**Run 1: local utilization**

Scale bar: 20 um. The die is cut into 12 by 12 equal tiles; black is low, pale yellow is high, 0 to 100% covered.
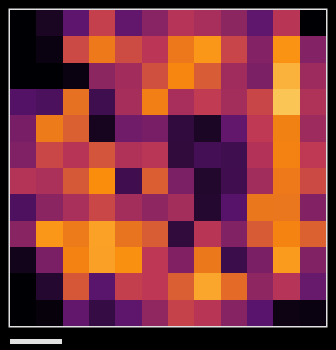
**Run 1: routing congestion map**

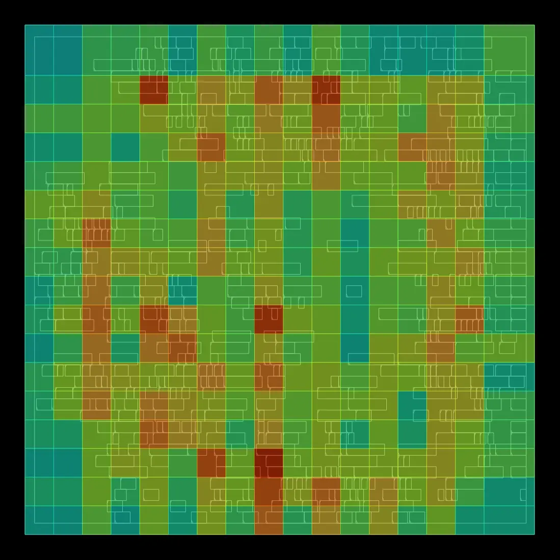
**Run 1: cell classes on the final placement**

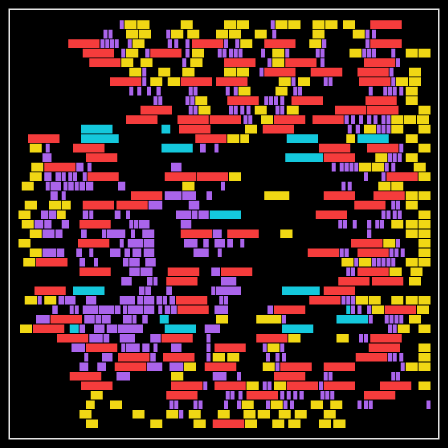
<file path="src/rtl/rf_store_unit_pkg.sv">
// Shared definitions for the register-file to data-memory store-back unit.
// The processor side uses the same state encoding when it observes the unit.
package rf_store_unit_pkg;

    localparam int DEF_WORDSIZE = 64;
    localparam int DEF_ADDR_W   = 5;
    localparam int DEF_DEPTH    = 32;

    typedef enum logic [1:0] {
        ST_IDLE   = 2'd0,
        ST_READ   = 2'd1,
        ST_WRITE  = 2'd2,
        ST_FINISH = 2'd3
    } state_t;

endpackage

</file>
<file path="src/rtl/rf_store_unit.sv">
// Store-back sequencer: copies a block of register_file words into data_memory.
// Each word takes one READ cycle (RF read address presented, data captured)
// and one WRITE cycle (DM address/data/strobe presented). All outputs are registered.
//
// state     | meaning
// ----------+---------------------------------------------------------------
// ST_IDLE   | waiting for start; request fields latched on acceptance
// ST_READ   | rf_addr valid, rf_data captured at the end of the cycle
// ST_WRITE  | dm_write_enable high with captured word; advance or finish
// ST_FINISH | one-cycle done pulse, busy already low
module rf_store_unit
    import rf_store_unit_pkg::*;
#(
    parameter int WORDSIZE = DEF_WORDSIZE,
    parameter int ADDR_W   = DEF_ADDR_W,
    parameter int DEPTH    = DEF_DEPTH
) (
    input  logic                clk,
    input  logic                rst_n,
    input  logic                start,
    input  logic [ADDR_W-1:0]   rf_base,
    input  logic [ADDR_W-1:0]   dm_base,
    input  logic [ADDR_W:0]     count,
    output logic [ADDR_W-1:0]   rf_addr,
    input  logic [WORDSIZE-1:0] rf_data,
    output logic [ADDR_W-1:0]   dm_addr,
    output logic [WORDSIZE-1:0] dm_data_input,
    output logic                dm_write_enable,
    output logic                dm_read,
    output logic                busy,
    output logic                done
);

    localparam logic [ADDR_W:0]   DEPTH_L = (ADDR_W+1)'(DEPTH);
    localparam logic [ADDR_W:0]   LEN_ONE = (ADDR_W+1)'(1);
    localparam logic [ADDR_W-1:0] IDX_ONE = ADDR_W'(1);

    state_t            state;
    logic [ADDR_W-1:0] rf_start;
    logic [ADDR_W-1:0] dm_start;
    logic [ADDR_W-1:0] idx;
    logic [ADDR_W:0]   len;
    logic [ADDR_W:0]   count_clamped;
    logic [ADDR_W-1:0] idx_next;
    logic              last_word;

    // Request length clamp and index bookkeeping; addresses wrap by plain
    // ADDR_W-bit truncation since DEPTH is a power of two equal to 2**ADDR_W.
    always_comb begin
        count_clamped = (count > DEPTH_L) ? DEPTH_L : count;
        idx_next      = idx + IDX_ONE;
        last_word     = ({1'b0, idx} == (len - LEN_ONE));
    end

    // Sequencer state and all registered outputs.
    always_ff @(posedge clk or negedge rst_n) begin
        if (!rst_n) begin
            state           <= ST_IDLE;
            rf_start        <= '0;
            dm_start        <= '0;
            idx             <= '0;
            len             <= '0;
            rf_addr         <= '0;
            dm_addr         <= '0;
            dm_data_input   <= '0;
            dm_write_enable <= 1'b0;
            dm_read         <= 1'b0;
            busy            <= 1'b0;
            done            <= 1'b0;
        end else begin
            dm_read <= 1'b0;
            case (state)
                ST_IDLE: begin
                    done            <= 1'b0;
                    dm_write_enable <= 1'b0;
                    if (start) begin
                        rf_start <= rf_base;
                        dm_start <= dm_base;
                        len      <= count_clamped;
                        idx      <= '0;
                        if (count_clamped == '0) begin
                            // Empty request goes straight to the done pulse.
                            state <= ST_FINISH;
                            done  <= 1'b1;
                            busy  <= 1'b0;
                        end else begin
                            state   <= ST_READ;
                            busy    <= 1'b1;
                            rf_addr <= rf_base;
                        end
                    end
                end
                ST_READ: begin
                    dm_addr         <= dm_start + idx;
                    dm_data_input   <= rf_data;
                    dm_write_enable <= 1'b1;
                    state           <= ST_WRITE;
                end
                ST_WRITE: begin
                    dm_write_enable <= 1'b0;
                    if (last_word) begin
                        state <= ST_FINISH;
                        done  <= 1'b1;
                        busy  <= 1'b0;
                    end else begin
                        idx     <= idx_next;
                        rf_addr <= rf_start + idx_next;
                        state   <= ST_READ;
                    end
                end
                ST_FINISH: begin
                    done  <= 1'b0;
                    state <= ST_IDLE;
                end
                default: begin
                    state           <= ST_IDLE;
                    dm_write_enable <= 1'b0;
                    busy            <= 1'b0;
                    done            <= 1'b0;
                end
            endcase
        end
    end

endmodule
</file>
<file path="config.mk">
export PLATFORM = sky130hd
export DESIGN_NAME = rf_store_unit
export DESIGN_NICKNAME = d
export VERILOG_FILES = /design/src/rtl/rf_store_unit_pkg.sv /design/src/rtl/rf_store_unit.sv
export SDC_FILE = /design/constraint.sdc
export NUM_CORES = 1
export LEC_CHECK = 0
export CAP_MARGIN = 15
export CORE_MARGIN = 2
export CORE_UTILIZATION = 31
export CTS_CLUSTER_DIAMETER = 50
export DETAILED_ROUTE_END_ITERATION = 8
export GPL_ROUTABILITY_DRIVEN = 0
export HOLD_SLACK_MARGIN = 0.06
export SYNTH_ARGS = -nofsm -noshare
export SYNTH_HDL_FRONTEND = slang
export SYNTH_SLANG_ARGS = --single-unit
</file>
<file path="constraint.sdc">
create_clock -name clk -period 2.8 [get_ports clk]
set_clock_uncertainty 0.15 [all_clocks]
set_input_delay 0.56 -clock clk [delete_from_list [all_inputs] [get_ports clk]]
set_output_delay 0.56 -clock clk [all_outputs]
set_load 0.05 [all_outputs]
</file>
==> reports/metrics.cfg, run 1 <==
[worst_setup_path]
reg2reg_depth=8
ff2ff_setup_slack_ns=0.31
path_buffers=1
r2r_start=len[0]$_DFFE_PN0P_

[logic_synthesis]
area_fraction_in_xor_and_xnor_cells_pct=3.62
yosysTopAreaCell=sky130_fd_sc_hd__dfrtp_1
enable_flop_cells=0
synth_area_per_cell_sq_um=9.37
synth_flop_count=100

[sta]
max_clock_freq_mhz=402

[clock_network]
cts_tree=done
cts_hold_buf=1
worst_setup_hold_path_clk_slew_ns=0.07

[final_layout]
seqAreaFraction_pct=38.5
areaGrowthSynthToFinish_pct=49.4
most_flops_register=dm_data_input
largest_regs=dm_data_input x64, len x6

[min_path]
min_from=dm_data_input[19]$_DFFE_PN0P_
hold_path_depth=2

[grt]
total_track_usage_pct=14.4

[placed_design]
buffer_ports.inserted=159

[route]
route.met3.wl_um=677
drt-total-wl_um=10600

[status]
run_status=completed

## Picture notes: 'local utilization'
emptiest ninth of the die: north-west
fullest tile: 87%
tiles over 75% full: 7.6%
mean over tiles: 42%
nearly empty tiles: 5.6%
final standard cell utilization of the core: 47.1%
Core Box Area: 13800 sq um
starting utilization of the core area: 31.5%

## Picture notes: 'routing congestion map'
GR Layer Usage met2: 23.3%
met3 track demand over resource: 4.18%
WL per Instance: 13.1 um

## Picture notes: 'cell classes on the final placement'
legend:
  yellow:
    class: other buffers and delay cells
    cells: 166
    share_of_their_area: 27%
  red:
    class: flops
    cells: 100
    share_of_their_area: 40%
  purple:
    class: combinational and other logic
    cells: 342
    share_of_their_area: 28%
  cyan:
    class: clock drivers and dummy loads
    cells: 16
    share_of_their_area: 5.4%

**Run 1: I/O nets highlighted**

Scale bar: 20 um.
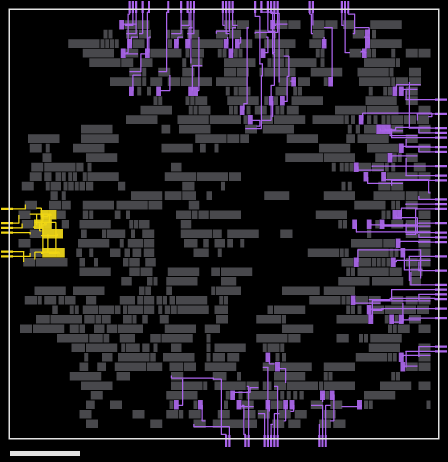

--- run 2 (diff from run 1) ---
--- a/config.mk
+++ b/config.mk
@@ -6,5 +6,5 @@
 export NUM_CORES = 1
 export LEC_CHECK = 0
-export CAP_MARGIN = 15
+export CAP_MARGIN = 20
 export CORE_MARGIN = 2
 export CORE_UTILIZATION = 31
==> constraint.sdc (replaced) <==
create_clock -name clk -period 2.8 [get_ports clk]
set_clock_uncertainty 0.15 [all_clocks]
set_input_delay 0.28 -clock clk [delete_from_list [all_inputs] [get_ports clk]]
set_output_delay 0.28 -clock clk [all_outputs]
set_load 0.05 [all_outputs]
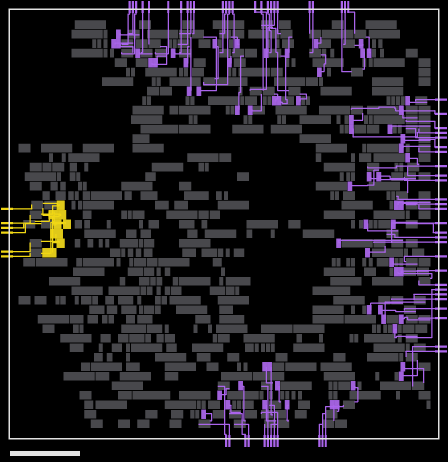
**Above:** run 2 (I/O nets highlighted).
Scale bar: 20 um.
legend:
  yellow:
    port: count
    direction: input
    edge: west
    end_cells: 8
    wire: 115 um
  purple:
    port: rf_data
    direction: input
    edge: 27 east, 25 north, 12 south
    end_cells: 64
    wire: 1310 um

==> run 2 against run 1 <==
  * Via count is 1.9% lower
  * Setup slack better by 0.034 ns
  * Clock power hardly changed
  * Synthesized cell count stayed put
  * Sequential power hardly changed
  * Sequential cell count stayed put
==> reports/metrics.cfg, run 2 <==
[power_and_ir_drop]
power.clock.fraction_pct=15.1

[min_path]
min_from=rf_data[46]
hold_path_depth=3  ; +1

[floorplanning]
core_sq_um=13800  ; unchanged
floorplan.initialDensity_pct=31.5  ; unchanged

[placed_design]
buffer_ports.inserted=159  ; unchanged
dpl_cell_area_sq_um=6150
pre_cts_setup_slack_ns=0.358

[logic_synthesis]
yosysTopAreaCell=sky130_fd_sc_hd__dfrtp_1
synth.area.mux_share_pct=3.10
synth_area_per_cell_sq_um=9.37  ; unchanged
netlist_top_cells_count=215 x sky130_fd_sc_hd__nand2_1, 100 x sky130_fd_sc_hd__dfrtp_1, 19 x sky130_fd_sc_hd__clkbuf_1
yosys.area_share.aoi_pct=5.98
synth-adder-area-share_pct=3.79
synth_flop_count=100  ; unchanged
area_fraction_in_xor_and_xnor_cells_pct=3.62  ; unchanged
enable_flop_cells=0  ; unchanged

[final_layout]
layout.non_clock_buffers=165
largest_regs=dm_data_input x64, len x6
final_layout_size_suffix_gt1_share_pct=6.27
buf_share_pct=25.6
n_multi_input_combinational_cell=329
areaGrowthSynthToFinish_pct=49.2
seqAreaFraction_pct=38.5  ; +0.059 points
most_flops_register=dm_data_input

[worst_setup_path]
r2r_start=len[0]$_DFFE_PN0P_
path_buffers=1  ; unchanged
timing.critical_path.required_ns=2.88
reg2reg_depth=8  ; unchanged
cp-start-kind=flip-flop
critPathSlowestCell=sky130_fd_sc_hd__a31o_1
ff2ff_setup_slack_ns=0.34  ; +0.03 ns

[sta]
max_clock_freq_mhz=407  ; +1.4%
post-route-period-util_pct=87.7
slew_viol_final=0

[clock_network]
cts_tree=done
clock-sinks=100
cts_hold_buf=1  ; unchanged
worst_setup_hold_path_clk_slew_ns=0.07  ; about the same
ctsHtreeMaxLevel=3
cts_post_setup_buffers_inserted=0

[grt]
total_track_usage_pct=14.7  ; +0.25 points

[route]
route.met3.wl_um=576  ; -15%
highest_layer=met4
drt-total-wl_um=10600  ; +0.84%

[status]
run_status=completed

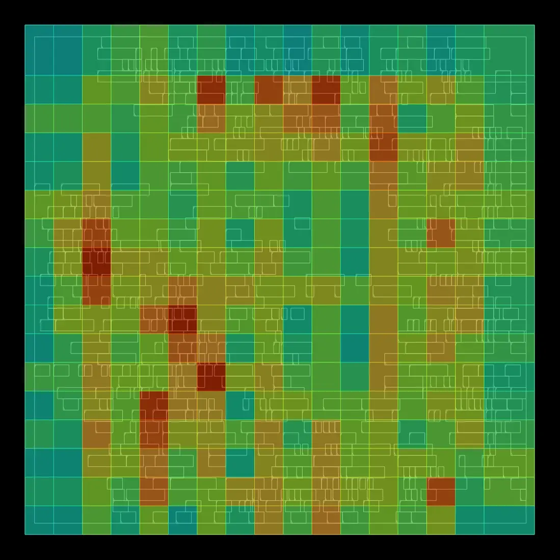
**Above:** run 2 (routing congestion map).
GR Layer Usage met2: 24.2%
met3 track demand over resource: 2.93%
WL per Instance: 13.3 um
global-route met1 utilization: 18.8%
final standard cell utilization of the core: 47.0%

**Run 2: cell classes on the final placement**

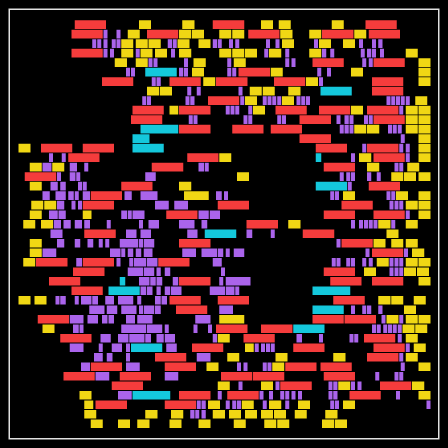

--- run 3 (diff from run 2) ---
- PLACE_DENSITY_LB_ADDON: not set -> 0.08
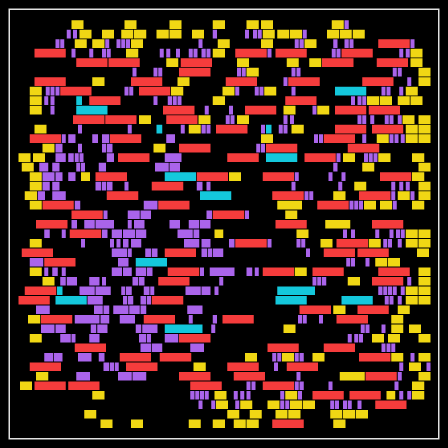
**Above:** run 3 (cell classes on the final placement).
legend:
  yellow:
    class: other buffers and delay cells
    cells: 165
    share_of_their_area: 27%
  purple:
    class: combinational and other logic
    cells: 342
    share_of_their_area: 28%
  cyan:
    class: clock drivers and dummy loads
    cells: 15
    share_of_their_area: 4.9%
  red:
    class: flops
    cells: 100
    share_of_their_area: 40%
row cnt: 43
final instance area: 6470 sq um
Seq/total area: 38.6%
final standard cell utilization of the core: 46.8%

==> run 3 against run 2 <==
  * Worst hold slack worse by 0.029 ns
  * Non-clock buffer count did not move
  * Critical path type unchanged
  * Cell count unchanged
  * Synthesized cell count did not move
  * Highest routed layer unchanged
  * Count of clock-buffer cells in the layout shrank 1
  * Power shrank 1.0%
  * Largest cell class unchanged
  * First-iteration DRC count down 17%
==> reports/metrics.cfg, run 3 <==
[placed_design]
dpl_cell_area_sq_um=6160  ; +0.20%
buffer_ports.inserted=159  ; unchanged

[final_layout]
largest_regs=dm_data_input x64, len x6
final_layout_size_suffix_gt1_share_pct=6.27  ; unchanged
layout.non_clock_buffers=165  ; unchanged
most_flops_register=dm_data_input
n_multi_input_combinational_cell=329  ; unchanged
areaGrowthSynthToFinish_pct=48.7
buf_share_pct=25.9  ; +0.28 points

[sta]
post-route-period-util_pct=87.3  ; -0.40 points
max_clock_freq_mhz=409  ; +0.45%

[worst_setup_path]
timing.critical_path.required_ns=2.88  ; about the same
ff2ff_setup_slack_ns=0.36  ; about the same
reg2reg_depth=8  ; unchanged
critPathSlowestCell=sky130_fd_sc_hd__a31o_1
path_buffers=1  ; unchanged

[logic_synthesis]
synth.area.mux_share_pct=3.10  ; unchanged
synth-adder-area-share_pct=3.79  ; unchanged
area_fraction_in_xor_and_xnor_cells_pct=3.62  ; unchanged
yosysTopAreaCell=sky130_fd_sc_hd__dfrtp_1
enable_flop_cells=0  ; unchanged
yosys.area_share.aoi_pct=5.98  ; unchanged
netlist_top_cells_count=215 x sky130_fd_sc_hd__nand2_1, 100 x sky130_fd_sc_hd__dfrtp_1, 19 x sky130_fd_sc_hd__clkbuf_1
synth_area_per_cell_sq_um=9.37  ; unchanged

[status]
run_status=completed

[route]
route.met3.wl_um=647  ; +12%
detail_route.wl_per_cell_um=13.4  ; +0.98%

[clock_network]
ctsHtreeMaxLevel=3  ; unchanged
clock-sinks=100  ; unchanged
worst_setup_hold_path_clk_slew_ns=0.07  ; about the same
cts_hold_buf=1  ; unchanged
cts_tree=done

[floorplanning]
floorplan.initialDensity_pct=31.5  ; unchanged
core_sq_um=13800  ; unchanged

[grt]
globalRouteMet3Util_pct=4.65  ; +1.7 points

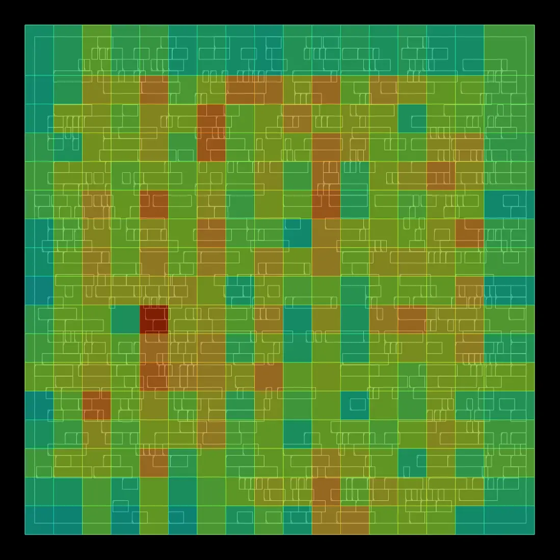
**Above:** run 3 (routing congestion map).
global-route met1 utilization: 20.5%
Most Used Layer, Global Route: met2
total track usage: 15.0%

No activity file was given, so power comes from the tool's default toggle rates.
